Run 1, routing congestion:
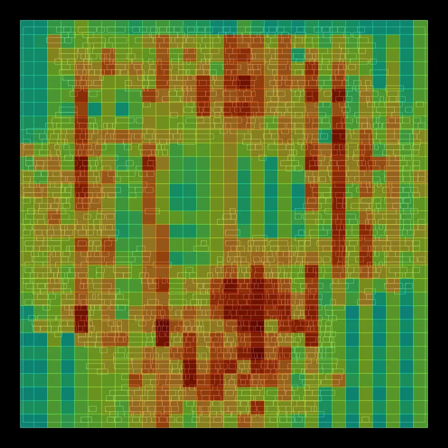
Run 1, layout detail:
Region (39, 143) to (64, 168) microns. Cells in grey, sequential cells in the stronger grey; small squares are vias.
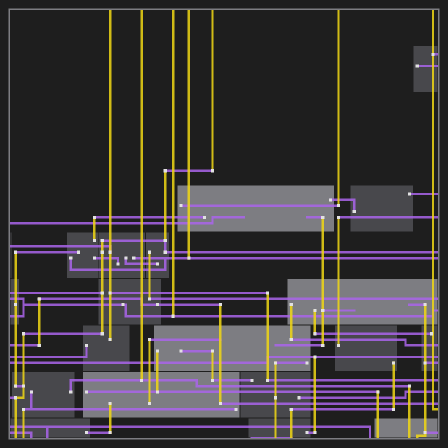
Run 1, metal 1:
(2 px per micron)
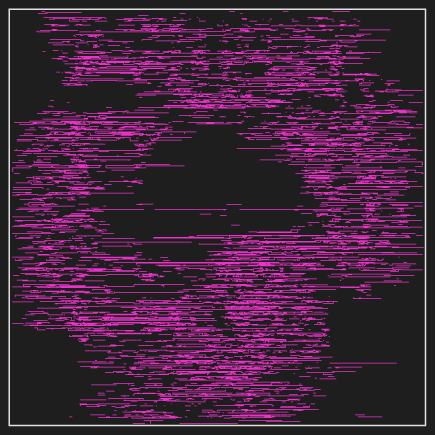
### src/rtl/core_regs_wb_arbiter_pkg.sv
// Shared writeback types for the register-file write-port arbiter.
package core_regs_wb_arbiter_pkg;

  typedef logic [4:0]  reg_num;
  typedef logic [31:0] word;

  typedef struct packed {
    logic   ready;
    reg_num rd;
    word    value;
  } wb_line;

  localparam reg_num R0         = 5'd0;
  localparam int     NUM_WB_SRC = 4;

  typedef enum logic [1:0] {
    WB_ALU_A,
    WB_ALU_B,
    WB_MUL,
    WB_LDST
  } wb_src_e;

  localparam wb_line WB_IDLE = '{ready: 1'b0, rd: R0, value: '0};

endpackage

### src/rtl/core_regs_wb_rr_pick.sv
// Round-robin pick of two requesters; the second must not share the first's rd.
module core_regs_wb_rr_pick #(
  parameter int N = 4
) (
  input  logic [N-1:0]        req,
  input  logic [$clog2(N)-1:0] ptr,
  input  logic [N-1:0][N-1:0] same_rd,
  output logic [N-1:0]        grant_a,
  output logic [N-1:0]        grant_b
);
  localparam int PW = $clog2(N);

  logic [PW-1:0] idx;
  logic [PW-1:0] a_idx;
  logic          found_a;
  logic          found_b;

  always_comb begin
    grant_a = '0;
    grant_b = '0;
    idx     = '0;
    a_idx   = '0;
    found_a = 1'b0;
    found_b = 1'b0;
    for (int k = 0; k < N; k++) begin
      idx = PW'((32'(ptr) + k) % N);
      if (req[idx] && !found_a) begin
        grant_a[idx] = 1'b1;
        a_idx        = idx;
        found_a      = 1'b1;
      end
    end
    // Entries ahead of a_idx in scan order were not requesting, so a full rescan is equivalent.
    for (int k = 0; k < N; k++) begin
      idx = PW'((32'(ptr) + k) % N);
      if (found_a && !found_b && req[idx] && idx != a_idx && !same_rd[a_idx][idx]) begin
        grant_b[idx] = 1'b1;
        found_b      = 1'b1;
      end
    end
  end

endmodule

### src/rtl/core_regs_wb_arbiter.sv
// Shares the two core_regs write ports among NUM_SRC buffered writeback sources.
// CORE_WB_BYPASS_EN: empty buffers with a valid source join arbitration directly (1-cycle latency).
module core_regs_wb_arbiter
  import core_regs_wb_arbiter_pkg::*;
#(
  parameter int NUM_SRC = NUM_WB_SRC
) (
  input  logic                 clk,
  input  logic                 rst_n,
  input  logic                 flush,
  input  logic [NUM_SRC-1:0]   src_valid,
  input  reg_num [NUM_SRC-1:0] src_rd,
  input  word [NUM_SRC-1:0]    src_value,
  output logic [NUM_SRC-1:0]   src_ready,
  output wb_line               wr_a,
  output wb_line               wr_b,
  output logic                 busy
);
  localparam int PW = $clog2(NUM_SRC);

  logic [NUM_SRC-1:0]              occ, byp, req, pick_a, pick_b;
  logic [NUM_SRC-1:0]              grant_a, grant_b, grant, store;
  reg_num [NUM_SRC-1:0]            buf_rd, cand_rd;
  word [NUM_SRC-1:0]               buf_val, cand_val;
  logic [NUM_SRC-1:0][NUM_SRC-1:0] same_rd;
  logic [PW-1:0]                   rr, rr_next, idx_a, idx_b, idx_last;
  wb_line                          line_a, line_b;

  always_comb begin
`ifdef CORE_WB_BYPASS_EN
    byp = src_valid & ~occ;
`else
    byp = '0;
`endif
    req = occ | byp;
    for (int i = 0; i < NUM_SRC; i++) begin
      cand_rd[i]  = occ[i] ? buf_rd[i]  : src_rd[i];
      cand_val[i] = occ[i] ? buf_val[i] : src_value[i];
    end
    for (int i = 0; i < NUM_SRC; i++)
      for (int j = 0; j < NUM_SRC; j++)
        same_rd[i][j] = (cand_rd[i] == cand_rd[j]);
  end

  core_regs_wb_rr_pick #(.N(NUM_SRC)) u_pick (
    .req     (req),
    .ptr     (rr),
    .same_rd (same_rd),
    .grant_a (pick_a),
    .grant_b (pick_b)
  );

  always_comb begin
    grant_a   = flush ? '0 : pick_a;
    grant_b   = flush ? '0 : pick_b;
    grant     = grant_a | grant_b;
    src_ready = flush ? '0 : (~occ | grant);
    // A bypassed transfer completes through the port register and never lands in the buffer.
    store     = src_valid & src_ready & ~(grant & byp);
    line_a    = WB_IDLE;
    line_b    = WB_IDLE;
    idx_a     = '0;
    idx_b     = '0;
    for (int i = 0; i < NUM_SRC; i++) begin
      if (grant_a[i]) begin
        line_a = '{ready: 1'b1, rd: cand_rd[i], value: cand_val[i]};
        idx_a  = PW'(i);
      end
      if (grant_b[i]) begin
        line_b = '{ready: 1'b1, rd: cand_rd[i], value: cand_val[i]};
        idx_b  = PW'(i);
      end
    end
    idx_last = (|grant_b) ? idx_b : idx_a;
    rr_next  = PW'((32'(idx_last) + 1) % NUM_SRC);
  end

  always_ff @(posedge clk or negedge rst_n) begin
    if (!rst_n) begin
      occ     <= '0;
      buf_rd  <= '0;
      buf_val <= '0;
      rr      <= '0;
      wr_a    <= WB_IDLE;
      wr_b    <= WB_IDLE;
    end else begin
      for (int i = 0; i < NUM_SRC; i++) begin
        if (flush) occ[i] <= 1'b0;
        else       occ[i] <= (occ[i] & ~grant[i]) | store[i];
        if (store[i]) begin
          buf_rd[i]  <= src_rd[i];
          buf_val[i] <= src_value[i];
        end
      end
      wr_a <= line_a;
      wr_b <= line_b;
      if (|grant) rr <= rr_next;
    end
  end

  assign busy = |occ;

endmodule

### config.mk
export PLATFORM = sky130hd
export DESIGN_NAME = core_regs_wb_arbiter
export DESIGN_NICKNAME = d
export VERILOG_FILES = /design/src/rtl/core_regs_wb_arbiter_pkg.sv /design/src/rtl/core_regs_wb_rr_pick.sv /design/src/rtl/core_regs_wb_arbiter.sv
export SDC_FILE = /design/constraint.sdc
export NUM_CORES = 1
export LEC_CHECK = 0
export CAP_MARGIN = 20
export CORE_UTILIZATION = 32
export CTS_CLUSTER_DIAMETER = 60
export DETAILED_ROUTE_END_ITERATION = 10
export GPL_ROUTABILITY_DRIVEN = 0
export HOLD_SLACK_MARGIN = 0.1
export PLACE_DENSITY = 0.59
export SETUP_SLACK_MARGIN = 0.15
export SLEW_MARGIN = 20
export SYNTH_ARGS = -nofsm -noshare
export SYNTH_HDL_FRONTEND = slang
export SYNTH_SLANG_ARGS = --single-unit
export TNS_END_PERCENT = 20
### constraint.sdc
create_clock -name clk -period 5.1 [get_ports clk]
set_input_delay 1.02 -clock clk [delete_from_list [all_inputs] [get_ports clk]]
set_output_delay 1.02 -clock clk [all_outputs]
set_load 0.02 [all_outputs]
==> job_summary.md, run 1 <==
## Implementation flow summary

| Metric | Value |
|---|---|
| Sink Count | roughly 230 |
| Placed Area | 17000 sq um |
| TritonCTS clock tree | built |
| Hold_buf cts | 0 |
| Clk_skew | 0.0267 ns |
| WHS | about 0.43 ns |
| Placed Cells | about 1900 |
| Most used logic cell in the final layout | clkdlybuf4s50_1 |
| Initial DRT Pass Iterations | 5 |
| Lkg Pwr | 7.64 nW |
| Commonest non-fill, non-tap cells in the layout | clkdlybuf4s50_1, dfrtp_1, mux2i_1 |
| Post-synthesis cell area | about 13000 sq um |
| Die Y | between 200 and 250 microns |
| Status | finished, final reports clean |
| Maximum buffer depth of the clock tree | 3 |
| Layout Cells excl Fill | between 2000 and 2500 |
| Post-route DRC | 0 |
| # Max-Cap Violations | 0 |
| Top_reg_cell synth | dfrtp_1 |
| Worst-path maximum fanout | 4 |
| M1 wire length | approximately 21000 microns |
| Synth Instances | about 1200 |
| Top Layer Used | met5 |
| Routed wl met3 | roughly 2700 microns |
| Init Core Util | 32.7% |
| Met2 Wirelength | around 22000 microns |
| First DRT Iteration DRCs | ~660 |
| Crit path launch type | primary input |
| Synth cell types | around 79 |
| Grt ovf | 0 |
| Sequential share of the synthesized area | between 40 and 50% |
| # rows | between 70 and 80 |
| Min-delay worst type | primary input to async pin |
| Latency at later pin | ~0.6 ns |
| Setup TNS | 0 ns |
| DPL Wire Length | roughly 30000 microns |
| Initial antenna violation count | 4 |
| Largest net degree at the start of global routing | ~110 |
| RSZ-0062 raised after global routing | yes |
| I/O pin cnt | 236 |
| Max-area cell share | 42.7% |
| Minimum clock period | between 5 and 6 ns |
| Count of tool warnings | 38 |
| Syn nets | around 1300 |
| Worst setup EP type | output port |
| Worst Tran Pin Value | 0.953 ns |
| Post-synth ARST share | 100% |
## Picture notes: 'routing congestion'
wire per inst: 23.1 microns
GR Util met2: 34.9%
GRT Overall Usage: 21.3%

## Picture notes: 'layout detail'
colour	layer
yellow	met2
purple	met1
cells with their middle in the window	13
netlist names of flops here include	buf_val (3), wr_a (1)
most frequent	dfrtp_1 (4), clkdlybuf4s50_1 (2)
sequential cells in the window	4

## Picture notes: 'metal 1'
longest straight run	78.2 microns
share of all routed wire	45%
wire length on this layer	20.9 mm
nets with wire on the layer	1509
vias: 11100
drt total wl: 46800 microns
met1 usage: 28.4%

==> run 1: cell families after synthesis <==
family	share of synthesized area, %
and+or+nand+nor	5.62
buffers and inverters	4.09
muxes	26.5
xor gates and xnor gates	1.95
AOI/OAI and AO/OA	18.5
DFF	42.7
adders and majority gates	0.742
==> run 1: layout make-up <==
| class | instances | area (sq um) | share of cell area (%) |
|---|---|---|---|
| flip-flops and latches | 230 | 5770 | 30.7 |
| clock inverters | 14 | 241 | 1.29 |
| multi-input cells | 825 | 7690 | 41.0 |
| inverters | 15 | 56.3 | 0.300 |
| diodes | 4 | 10.0 | 0.0533 |
| clock buffers | 42 | 856 | 4.56 |
| repair buffers | 361 | 3490 | 18.6 |
| well taps | 532 | 666 | 3.54 |
==> run 1: registers in the layout (all words and copies together), names as in the netlist <==
| signal | cells |
|---|---|
| buf_val | 128 |
| buf_rd | 20 |
| wr_a | 38 |
| wr_b | 38 |
| occ | 4 |
| rr | 2 |
==> run 1: power breakdown <==
group / internal [mW] / total [mW] / switching (mW)
logic: 2.95 / 6.39 / 3.44
clock network: 1.43 / 2.32 / 0.884
registers: 2.54 / 2.86 / 0.315
total: 6.92 / 11.6 / 4.64
==> run 1: through the flow <==
stage	power (mW)	setup WS, ns
finish	11.6	0.0446
global route	12.2	-0.0558
CTS	11.3	0.0877
detailed placement	8.58	-0.669
global placement	8.48	-0.514
floorplan	6.54	0.175
==> run 1: worst max-delay path, cell delays in order <==
cell,delay [ns]
clkdlybuf4s50_1,0.43
mux2i_2,0.23
buf_4,0.17
xor2_1,0.19
nor3_1,0.09
buf_4,0.16
a2111o_1,0.46
a41oi_4,0.31
a21oi_4,0.07
buf_4,0.17
mux2i_4,0.17
and2_2,0.21
a31oi_4,0.22
buf_6,0.14
==> run 1: synthesized netlist by cell type, types with 10 or more instances <==
| library cell | count |
|---|---|
| dfrtp_1 | 230 |
| mux2i_1 | 119 |
| mux2_2 | 94 |
| o21ai_0 | 76 |
| clkbuf_1 | 69 |
| mux2_4 | 60 |
| nand2_1 | 53 |
| nand3_1 | 42 |
| o211ai_1 | 40 |
| o22ai_1 | 39 |
| a211oi_1 | 35 |
| a311oi_1 | 34 |
| a21bo_2 | 32 |
| mux2_1 | 30 |
| nor2_1 | 17 |
| xnor2_1 | 17 |
| buf_2 | 15 |
| inv_1 | 13 |
| xor2_1 | 13 |
| nor3_1 | 10 |
==> run 1: timing repair <==
| action | 4_1_cts | 5_1_grt |
|---|---|---|
| gates resized | 78 | 23 |
| pin swaps | 24 | 21 |
| endpoints found under the setup margin | 4 | 5 |
| cloned | 1 | 0 |
| setup buffers | 12 | 13 |
==> run 1: per-layer routing <==
layer / GRT usage (%) / up-vias
li1: - / 5044
met4: 7.57 / 2
met1: 28.4 / 5636
met3: 3.65 / 79
met2: 34.9 / 375
met5: 0 / -
==> run 1: path summary, 6_finish.rpt <==
check / from / cells past startpoint / to
max reg2reg: rr[1] / 15 / wr_b[32]
max in group asynchronous: rst_n / 2 / buf_val[112]
min reg2reg: buf_val[48] / 1 / buf_val[48]
max: src_rd[4] / 14 / src_ready[1]
min in group clk: buf_val[48] / 1 / buf_val[48]
min: rst_n / 1 / buf_val[30]
==> inputs of run 2 (changes only) <==
--- a/config.mk
+++ b/config.mk
@@ -11,9 +11,8 @@
 export DETAILED_ROUTE_END_ITERATION = 10
 export GPL_ROUTABILITY_DRIVEN = 0
 export HOLD_SLACK_MARGIN = 0.1
-export PLACE_DENSITY = 0.59
 export SETUP_SLACK_MARGIN = 0.15
-export SLEW_MARGIN = 20
+export SLEW_MARGIN = 15
 export SYNTH_ARGS = -nofsm -noshare
 export SYNTH_HDL_FRONTEND = slang
 export SYNTH_SLANG_ARGS = --single-unit
==> run 2 against run 1 <==
- non-clock buffer count up 10
- design area decreased by 0.49%
- sequential power about the same
- wire length fell by 3.0%
- final cell count rose by 0.25%
- via count barely moved
- sequential cell count unchanged
- die size unchanged
- clock-buffer cell count is the same
- highest routed layer unchanged
==> job_summary.md, run 2 <==
## Implementation flow summary

| Metric | Value |
|---|---|
| Synth Instances | 1171 (unchanged) |
| TritonCTS clock tree | built |
| Init Core Util | 32.7% (unchanged) |
| Maximum buffer depth of the clock tree | 3 (unchanged) |
| Ao+oa area frac | 18.5% (unchanged) |
| Initial antenna violation count | 3 (-1) |
| Grt ovf | 0 (unchanged) |
| Top_reg_cell synth | dfrtp_1 |
| Worst Tran Pin Value | 0.939 ns (-0.0134 ns) |
| Clk_skew | 0.0258 ns (-0.000910 ns) |
| Layout Cells excl Fill | 2028 (+0.25%) |
| Status | finished, final reports clean |
| Top Layer Used | met5 |
| Worst setup EP type | output port |
| Count of tool warnings | 35 (-7.9%) |
| Max reg flops | 128 (unchanged) |
| DPL Wire Length | 30200 microns (+0.71%) |
| CP Buf/Inv Count | 4 (-1) |
| Most used logic cell in the final layout | clkdlybuf4s50_1 |
| Worst-path maximum fanout | 5 (+1) |
==> run 2: cell counts after synthesis <==
Identical to the previous run, type by type.
==> run 2: final timing paths <==
| path | endpoint | cells after the start | startpoint |
|---|---|---|---|
| worst min register to register | buf_val[40] | 1 | buf_val[40] |
| worst max-delay path | src_ready[0] | 15 | src_rd[16] |
| max in group asynchronous | buf_val[43] | 2 | rst_n |
| worst min-delay path | wr_b[28] | 1 | rst_n |
| min in group clk | buf_val[40] | 1 | buf_val[40] |
| worst max register to register | buf_val[112] | 15 | occ[3] |
==> run 2: timing repair <==
action / in CTS / in global routing
gates cloned: 1 / 0
resized: 78 / 5
endpoints found under the setup margin: 39 / 4
pin swaps: 30 / 0
buffers inserted: 23 / 0
==> run 2: kinds of logic (layout without fill, tap and decap cells) <==
logic type | count (synthesis) | count (layout)
XOR/XNOR | 30 | 30
flip-flops | 230 | 230
buffers and inverters | 117 | 441
AND/OR/NAND/NOR | 153 | 153
other | 0 | 1
adder cells (fa/ha/maj) | 8 | 8
multiplexers | 307 | 307
AND-OR/OR-AND | 326 | 326
==> run 2: power by group <==
group / leakage, nW / internal [mW] / switching, mW
Clock: 0.509 / 1.33 / 0.855
Combinational: 4.32 / 2.94 / 3.29
Sequential: 2.82 / 2.54 / 0.316
Total: 7.64 / 6.81 / 4.46
==> run 2: area by class of cell <==
| class | count | area (sq um) | area share, % |
|---|---|---|---|
| inverter | 15 | 56.3 | 0.301 |
| timing repair buffer | 371 | 3590 | 19.2 |
| clock buffer | 42 | 856 | 4.58 |
| clock inverter | 13 | 185 | 0.991 |
| antenna | 1 | 2.50 | 0.0134 |
| sequential | 230 | 5770 | 30.9 |
| multi-input combinational | 824 | 7560 | 40.5 |
| tap | 532 | 666 | 3.56 |
==> run 2: layer usage <==
metal | vias up | GRT usage (%)
met5 | - | 0
met2 | 302 | 34.8
met4 | 6 | 5.79
li1 | 5054 | -
met1 | 5705 | 27.6
met3 | 70 | 3.62
==> run 2: through the flow <==
| step | worst slack, ns | instance area (sq um) | setup TNS, ns | utilization (%) |
|---|---|---|---|---|
| floorplan | 0.175 | 13500 | 0 | - |
| global placement | -0.402 | 17100 | -10.98 | 41.6 |
| detailed placement | -0.501 | 17100 | -22.04 | 41.6 |
| CTS | 0.0601 | 18700 | 0 | 45.3 |
| global route | -0.113 | 18700 | -0.343 | 45.4 |
| finish | 0.00118 | 18700 | 0 | 45.4 |
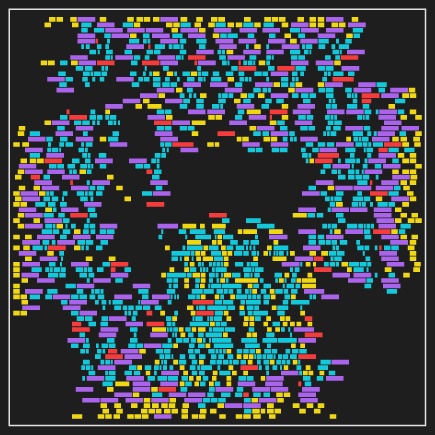
Run 2: cells coloured by class
(2 px per micron)
colour	class	cells	share of their area
cyan	all other logic	839	42%
yellow	other buffers and delay cells	371	20%
purple	flip-flops	230	32%
red	clock drivers and dummy loads	55	5.8%
Core Area: 41200 sq um
post-route cell area: 18700 sq um
# rows: 74
final core utilization: 45.4%

Power and IR drop assume default switching activity.
